## src/rtl/kp_pkg.sv

```systemverilog
// Shared types for the keypoint collector: the queued keypoint record and
// the field widths it is built from.
package kp_pkg;

  // Record fields are sized for the largest supported frame; ports trim them.
  localparam int KP_X_W     = 16;
  localparam int KP_Y_W     = 16;
  localparam int KP_SCORE_W = 8;

  typedef struct packed {
    logic [KP_X_W-1:0]     x;
    logic [KP_Y_W-1:0]     y;
    logic [KP_SCORE_W-1:0] score;
  } kp_t;

endpackage

```

## src/rtl/kp_fifo.sv

```systemverilog
// Show-ahead keypoint FIFO: the head record is visible whenever not empty.
// A push into a full FIFO is accepted only when a pop happens the same cycle.
module kp_fifo
  import kp_pkg::*;
#(
  parameter int DEPTH = 16
) (
  input  logic clk,
  input  logic rst_n,
  input  logic push,
  input  kp_t  push_data,
  input  logic pop,
  output logic full,
  output logic empty,
  output kp_t  head
);

  localparam int AW = $clog2(DEPTH);

  // One extra pointer bit separates full from empty when the indices match.
  logic [AW:0] wr_ptr;
  logic [AW:0] rd_ptr;
  kp_t         mem [DEPTH];
  logic        do_push;
  logic        do_pop;

  assign empty   = (wr_ptr == rd_ptr);
  assign full    = (wr_ptr[AW] != rd_ptr[AW]) && (wr_ptr[AW-1:0] == rd_ptr[AW-1:0]);
  assign do_pop  = pop && !empty;
  assign do_push = push && (!full || do_pop);
  assign head    = empty ? '0 : mem[rd_ptr[AW-1:0]];

  always_ff @(posedge clk or negedge rst_n) begin
    if (!rst_n) begin
      wr_ptr <= '0;
      rd_ptr <= '0;
    end else begin
      if (do_push) wr_ptr <= wr_ptr + 1'b1;
      if (do_pop)  rd_ptr <= rd_ptr + 1'b1;
    end
  end

  always_ff @(posedge clk) begin
    if (do_push) mem[wr_ptr[AW-1:0]] <= push_data;
  end

endmodule

```

## src/rtl/keypoint_collector.sv

```systemverilog
// Turns a suppressed corner-score stream into queued (x, y, score) keypoint
// records, discarding the suppression pipeline fill at the start of a frame.
module keypoint_collector
  import kp_pkg::*;
#(
  parameter int WIDTH  = 640,
  parameter int HEIGHT = 480,
  parameter int OFFSET = 644,
  parameter int DEPTH  = 16
) (
  input  logic                      i_clk,
  input  logic                      i_rst_n,
  input  logic                      i_valid,
  input  logic                      i_sof,
  input  logic [7:0]                i_score,
  input  logic                      i_flag,
  output logic                      o_kp_valid,
  input  logic                      i_kp_ready,
  output logic [$clog2(WIDTH)-1:0]  o_kp_x,
  output logic [$clog2(HEIGHT)-1:0] o_kp_y,
  output logic [7:0]                o_kp_score,
  output logic [15:0]               o_kp_count,
  output logic                      o_overflow,
  output logic                      o_frame_done
);

  localparam int XW = $clog2(WIDTH);
  localparam int YW = $clog2(HEIGHT);
  localparam int SW = $clog2(OFFSET + 2);

  localparam logic [1:0] S_IDLE    = 2'd0;
  localparam logic [1:0] S_SKIP    = 2'd1;
  localparam logic [1:0] S_COLLECT = 2'd2;
  localparam logic [1:0] S_DONE    = 2'd3;

  logic [1:0]    state;
  logic [XW-1:0] x;
  logic [YW-1:0] y;
  logic [SW-1:0] skip_cnt;

  logic          start;
  logic          pixel_beat;
  logic [XW-1:0] px;
  logic [YW-1:0] py;
  logic          last_x;
  logic          last_y;
  logic          last_beat;
  logic          push_req;
  logic          pop;
  logic          full;
  logic          empty;
  logic          accept;
  logic          drop;
  logic [15:0]   count_base;
  logic          ovf_base;
  kp_t           push_data;
  kp_t           head;
  logic          unused_head_bits;

  // A start-of-frame beat restarts from pixel (0,0) regardless of state.
  assign start = i_valid && i_sof;
  assign px    = start ? '0 : x;
  assign py    = start ? '0 : y;

  // Beat number OFFSET (counting the sof beat as 0) is the first real pixel.
  always_comb begin
    pixel_beat = 1'b0;
    if (i_valid) begin
      if (start)
        pixel_beat = (OFFSET == 0);
      else
        pixel_beat = (state == S_COLLECT) ||
                     ((state == S_SKIP) && (skip_cnt == SW'(OFFSET)));
    end
  end

  assign last_x    = (px == XW'(WIDTH - 1));
  assign last_y    = (py == YW'(HEIGHT - 1));
  assign last_beat = pixel_beat && last_x && last_y;

  assign push_req = pixel_beat && i_flag;
  assign pop      = o_kp_valid && i_kp_ready;
  assign accept   = push_req && (!full || pop);
  assign drop     = push_req && full && !pop;

  assign count_base = start ? 16'd0 : o_kp_count;
  assign ovf_base   = start ? 1'b0 : o_overflow;

  always_comb begin
    push_data       = '0;
    push_data.x     = KP_X_W'(px);
    push_data.y     = KP_Y_W'(py);
    push_data.score = i_score;
  end

  kp_fifo #(
    .DEPTH (DEPTH)
  ) u_fifo (
    .clk       (i_clk),
    .rst_n     (i_rst_n),
    .push      (accept),
    .push_data (push_data),
    .pop       (pop),
    .full      (full),
    .empty     (empty),
    .head      (head)
  );

  assign o_kp_valid = !empty;
  assign o_kp_x     = head.x[XW-1:0];
  assign o_kp_y     = head.y[YW-1:0];
  assign o_kp_score = head.score;
  assign unused_head_bits = ^{head.x[KP_X_W-1:XW], head.y[KP_Y_W-1:YW]};

  always_ff @(posedge i_clk or negedge i_rst_n) begin
    if (!i_rst_n) begin
      state        <= S_IDLE;
      x            <= '0;
      y            <= '0;
      skip_cnt     <= '0;
      o_kp_count   <= '0;
      o_overflow   <= 1'b0;
      o_frame_done <= 1'b0;
    end else begin
      o_frame_done <= last_beat;
      o_overflow   <= ovf_base || drop;
      if (accept && (count_base != 16'hFFFF))
        o_kp_count <= count_base + 16'd1;
      else
        o_kp_count <= count_base;

      if (start) begin
        skip_cnt <= SW'(1);
        x        <= '0;
        y        <= '0;
        state    <= (OFFSET == 0) ? S_COLLECT : S_SKIP;
      end else if (i_valid && (state == S_SKIP) && !pixel_beat) begin
        skip_cnt <= skip_cnt + SW'(1);
      end

      // Pixel advance; overrides the start-of-frame values when OFFSET is 0.
      if (pixel_beat) begin
        state <= S_COLLECT;
        if (last_x) begin
          x <= '0;
          if (last_y) begin
            y     <= '0;
            state <= S_DONE;
          end else begin
            y <= py + YW'(1);
          end
        end else begin
          x <= px + XW'(1);
          y <= py;
        end
      end
    end
  end

endmodule

```

## config.mk

```make
export PLATFORM = sky130hd
export DESIGN_NAME = keypoint_collector
export DESIGN_NICKNAME = d
export VERILOG_FILES = /design/src/rtl/kp_pkg.sv /design/src/rtl/kp_fifo.sv /design/src/rtl/keypoint_collector.sv
export SDC_FILE = /design/constraint.sdc
export NUM_CORES = 1
export LEC_CHECK = 0
export CAP_MARGIN = 15
export CORE_MARGIN = 2
export CORE_UTILIZATION = 45
export CTS_BUF_LIST = sky130_fd_sc_hd__clkbuf_8
export DETAILED_ROUTE_END_ITERATION = 8
export GPL_ROUTABILITY_DRIVEN = 0
export MAX_ROUTING_LAYER = met4
export PLACE_DENSITY = 0.57
export SYNTH_ARGS = -nofsm -noshare
export SYNTH_HDL_FRONTEND = slang
export SYNTH_SLANG_ARGS = --single-unit
```

## constraint.sdc

```tcl
create_clock -name i_clk -period 4.7 [get_ports i_clk]
set_input_delay 0.94 -clock i_clk [delete_from_list [all_inputs] [get_ports i_clk]]
set_output_delay 0.94 -clock i_clk [all_outputs]
set_load 0.02 [all_outputs]
```

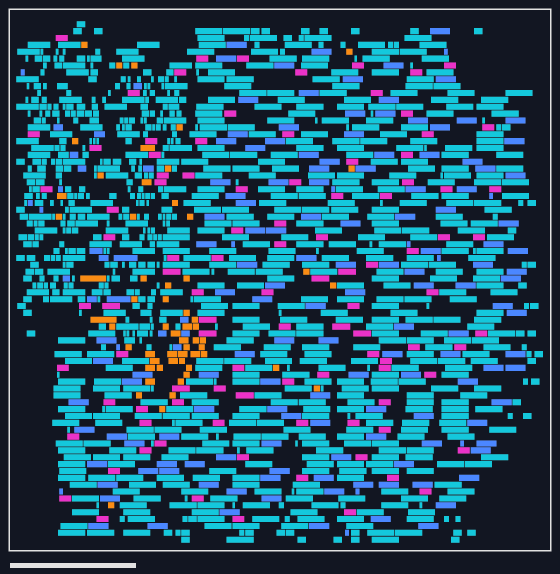
**Above:** cell sizes after repair.
Scale bar: 50 um.
| size | colour | cells | most used |
|---|---|---|---|
| _3 and _4 cells | orange | 58 | buf_4 |
| _6 and larger | magenta | 98 | clkbuf_8 |
| _0 and _1 cells | cyan | 881 | edfxtp_1 |
| _2 cells | blue | 166 | mux4_2 |

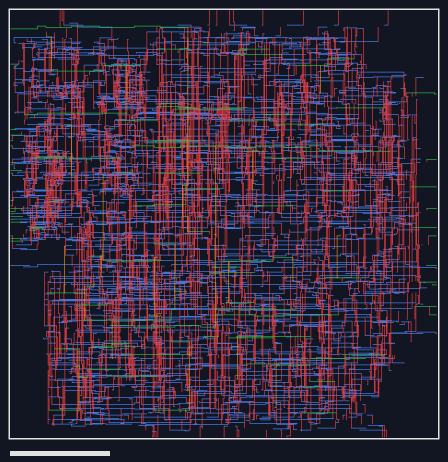
**Above:** routed metal, one colour a layer.
Scale bar: 50 um.
| layer | colour | wire length |
|---|---|---|
| metal 4 | orange | 630 um |
| metal 3 | green | 1,810 um |
| metal 1 | blue | 18,800 um |
| metal 2 | red | 21.9 mm |
via count: 9,920
drt total wl: 43.1 mm
detail-routed net length per standard cell: 24.1 um

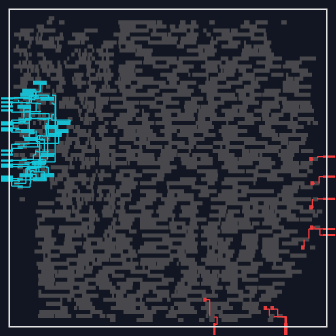
**Above:** I/O nets highlighted.
| port | colour | bits | direction | end cells | buffers | wire |
|---|---|---|---|---|---|---|
| `o_kp_count` | cyan | 16 | output | 16 | 16 | 921 um |
| `o_kp_score` | red | 8 | output | 8 | 8 | 115 um |

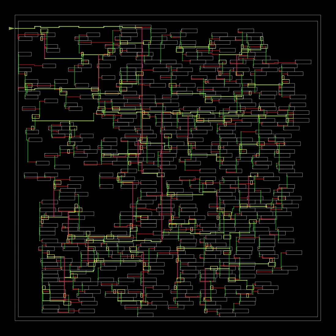
**Above:** clock routing.
clk_skew: 17.5 ps
clock network power: 3.32 mW

final cells by class:
cell class / instances / area share [%]
Tap cell: 585 / 3.19
Multi-Input combinational cell: 443 / 22.5
Inverter: 13 / 0.213
Sequential cell: 491 / 63.0
Clock inverter: 58 / 1.03
Clock buffer: 88 / 5.28
Timing Repair Buffer: 110 / 4.77
cell usage after synthesis, drive strengths merged (2+ instances only):
cell type,instances,area share (%)
and3b,2,0.089
nand4,18,0.57
clkbuf,26,0.49
inv,13,0.25
nand2b,5,0.16
nor3b,4,0.15
mux2,2,0.11
edfxtp,432,66
dfrtp,59,7.5
a22oi,2,0.076
a41oi,2,0.089
a21bo,3,0.15
a21oi,13,0.39
mux2i,2,0.10
xor2,13,0.58
nor4bb,2,0.10
o211ai,3,0.11
nand3,18,0.46
nand3b,2,0.076
nor4,2,0.063
and4,3,0.13
and3,6,0.19
or2,2,0.063
nor3,10,0.28
mux4,135,15
a32o,2,0.10
a21boi,3,0.11
nand2,35,0.66
nor2,32,0.61
or4,9,0.38
o41ai,3,0.13
xnor2,20,0.88
ha,10,0.63
and2,45,1.4
o21ai,9,0.23
buf,24,0.67
o31ai,9,0.34
layer usage:
| metal | GRT usage, % | vias up | wire (um) |
|---|---|---|---|
| met1 | 27.2 | 5261 | 18800 |
| met4 | 5.12 | 0 | 629 |
| met5 | - | - | 0 |
| met3 | 3.95 | 55 | 1810 |
| li1 | - | 4381 | - |
| met2 | 33.3 | 223 | 21900 |
registers in the layout, indices dropped and copies added, names as in the netlist, 2 cells and up:
name / cells
skip_cnt: 10
u_fifo.wr_ptr: 5
x: 10
y: 9
u_fifo.mem: 432
state: 2
u_fifo.rd_ptr: 5
o_kp_count: 16
==> results_tabular.tex <==
% Table of physical implementation metrics
\begin{tabular}{lr}
\hline
Metric & Value \\
\hline
\multicolumn{2}{l}{\textbf{Logic synthesis}} \\
\quad Sequential fraction of the synthesis area & 73.0\% \\
\quad Mux cell area share after synthesis & 15.6\% \\
\quad Number of cells in the yosys synthesis report & 997 \\
\quad Synthesized area divided by synthesized cell count & 19.9 um2 \\
\quad Adder and majority cell fraction of the synthesized area & 0.632\% \\
\quad XOR/XNOR Fraction of Synth Area & 1.46\% \\
\quad AND/OR/NAND/NOR Cells, Area Fraction & 5.73\% \\
\quad Total number of yosys warnings & 0 \\
\multicolumn{2}{l}{\textbf{Worst setup path}} \\
\quad End of the worst register-to-register path & u\_fifo.mem[11][5]\$\_DFFE\_PP\_ \\
\quad WS Path Type & reg -> out \\
\quad Sort of element at the end of the critical path & output pin \\
\quad Worst Reg-to-Reg Cells & 8 \\
\quad Cells along the critical path & buf\_12 > buf\_4 > mux4\_2 > mux4\_2 > and2\_1 > clkdlybuf4s50\_1 \\
\quad Most common cell type on the critical path & mux4\_2 \\
\quad Top cell family by delay on the critical path & multiplexers \\
\multicolumn{2}{l}{\textbf{Route}} \\
\quad Violation count after the first detailed-routing iteration & 806 \\
\multicolumn{2}{l}{\textbf{STA}} \\
\quad Final setup TNS & 0 ps \\
\quad Count of final hold-check violations & 0 \\
\quad Fmax & 227 MHz \\
\quad Total count of max-transition violations in the final report & 0 \\
\quad Clock period minus final worst setup slack & 4400 ps \\
\multicolumn{2}{l}{\textbf{Clock network}} \\
\quad CTS Root Cell & clkbuf\_8 \\
\quad CTS-repair resized insts & 0 \\
\quad Maximum number of buffers from clock root to sink & 3 \\
\quad Count of buffers added by post-CTS timing repair for setup & 0 \\
\quad Clock net sink count & 491 \\
\quad TritonCTS Buffers & 81 \\
\multicolumn{2}{l}{\textbf{Finish}} \\
\quad Number of antenna diodes & 0 \\
\quad Logic cell area & 5170 um2 \\
\quad Count of non-filler cells in the finished layout & 1,788 \\
\quad Share of the core filled with cells & 53.0\% \\
\quad Final cell area excluding filler cells & 22,900 um2 \\
\quad Most numerous logic cell after layout & edfxtp\_1 \\
\quad Area growth, synth to finish & 15.9\% \\
\quad Share of final-layout standard cells stronger than drive strength 1 & 26.8\% \\
\multicolumn{2}{l}{\textbf{Floorplan}} \\
\quad Number of primary I/O pins & 60 \\
\quad Die extent in y & 214 um \\
\quad Die x size & 214 um \\
\quad Overall chip area & 45,700 um2 \\
\multicolumn{2}{l}{\textbf{Global route}} \\
\quad Number of global-route vias before repair & 10,600 \\
\quad All-layer global routing usage & 20.6\% \\
\multicolumn{2}{l}{\textbf{Power and ir drop}} \\
\quad Net switching component of the power & 2.75 mW \\
\quad Fraction of power consumed by sequential logic & 47.2\% \\
\quad Part of the total power dissipated in the clock network & 32.4\% \\
\quad Worst IR drop on VDD & 261 uV \\
\quad Sequential power & 4.86 mW \\
\quad Power density over cell area & 448 nW/um2 \\
\multicolumn{2}{l}{\textbf{Outcome}} \\
\quad Run status & finished clean \\
\multicolumn{2}{l}{\textbf{Placement}} \\
\quad Instance area at placement & 21,500 um2 \\
\quad Cell count after placement & 1,642 \\
\hline
\end{tabular}
Power and IR drop assume default switching activity.
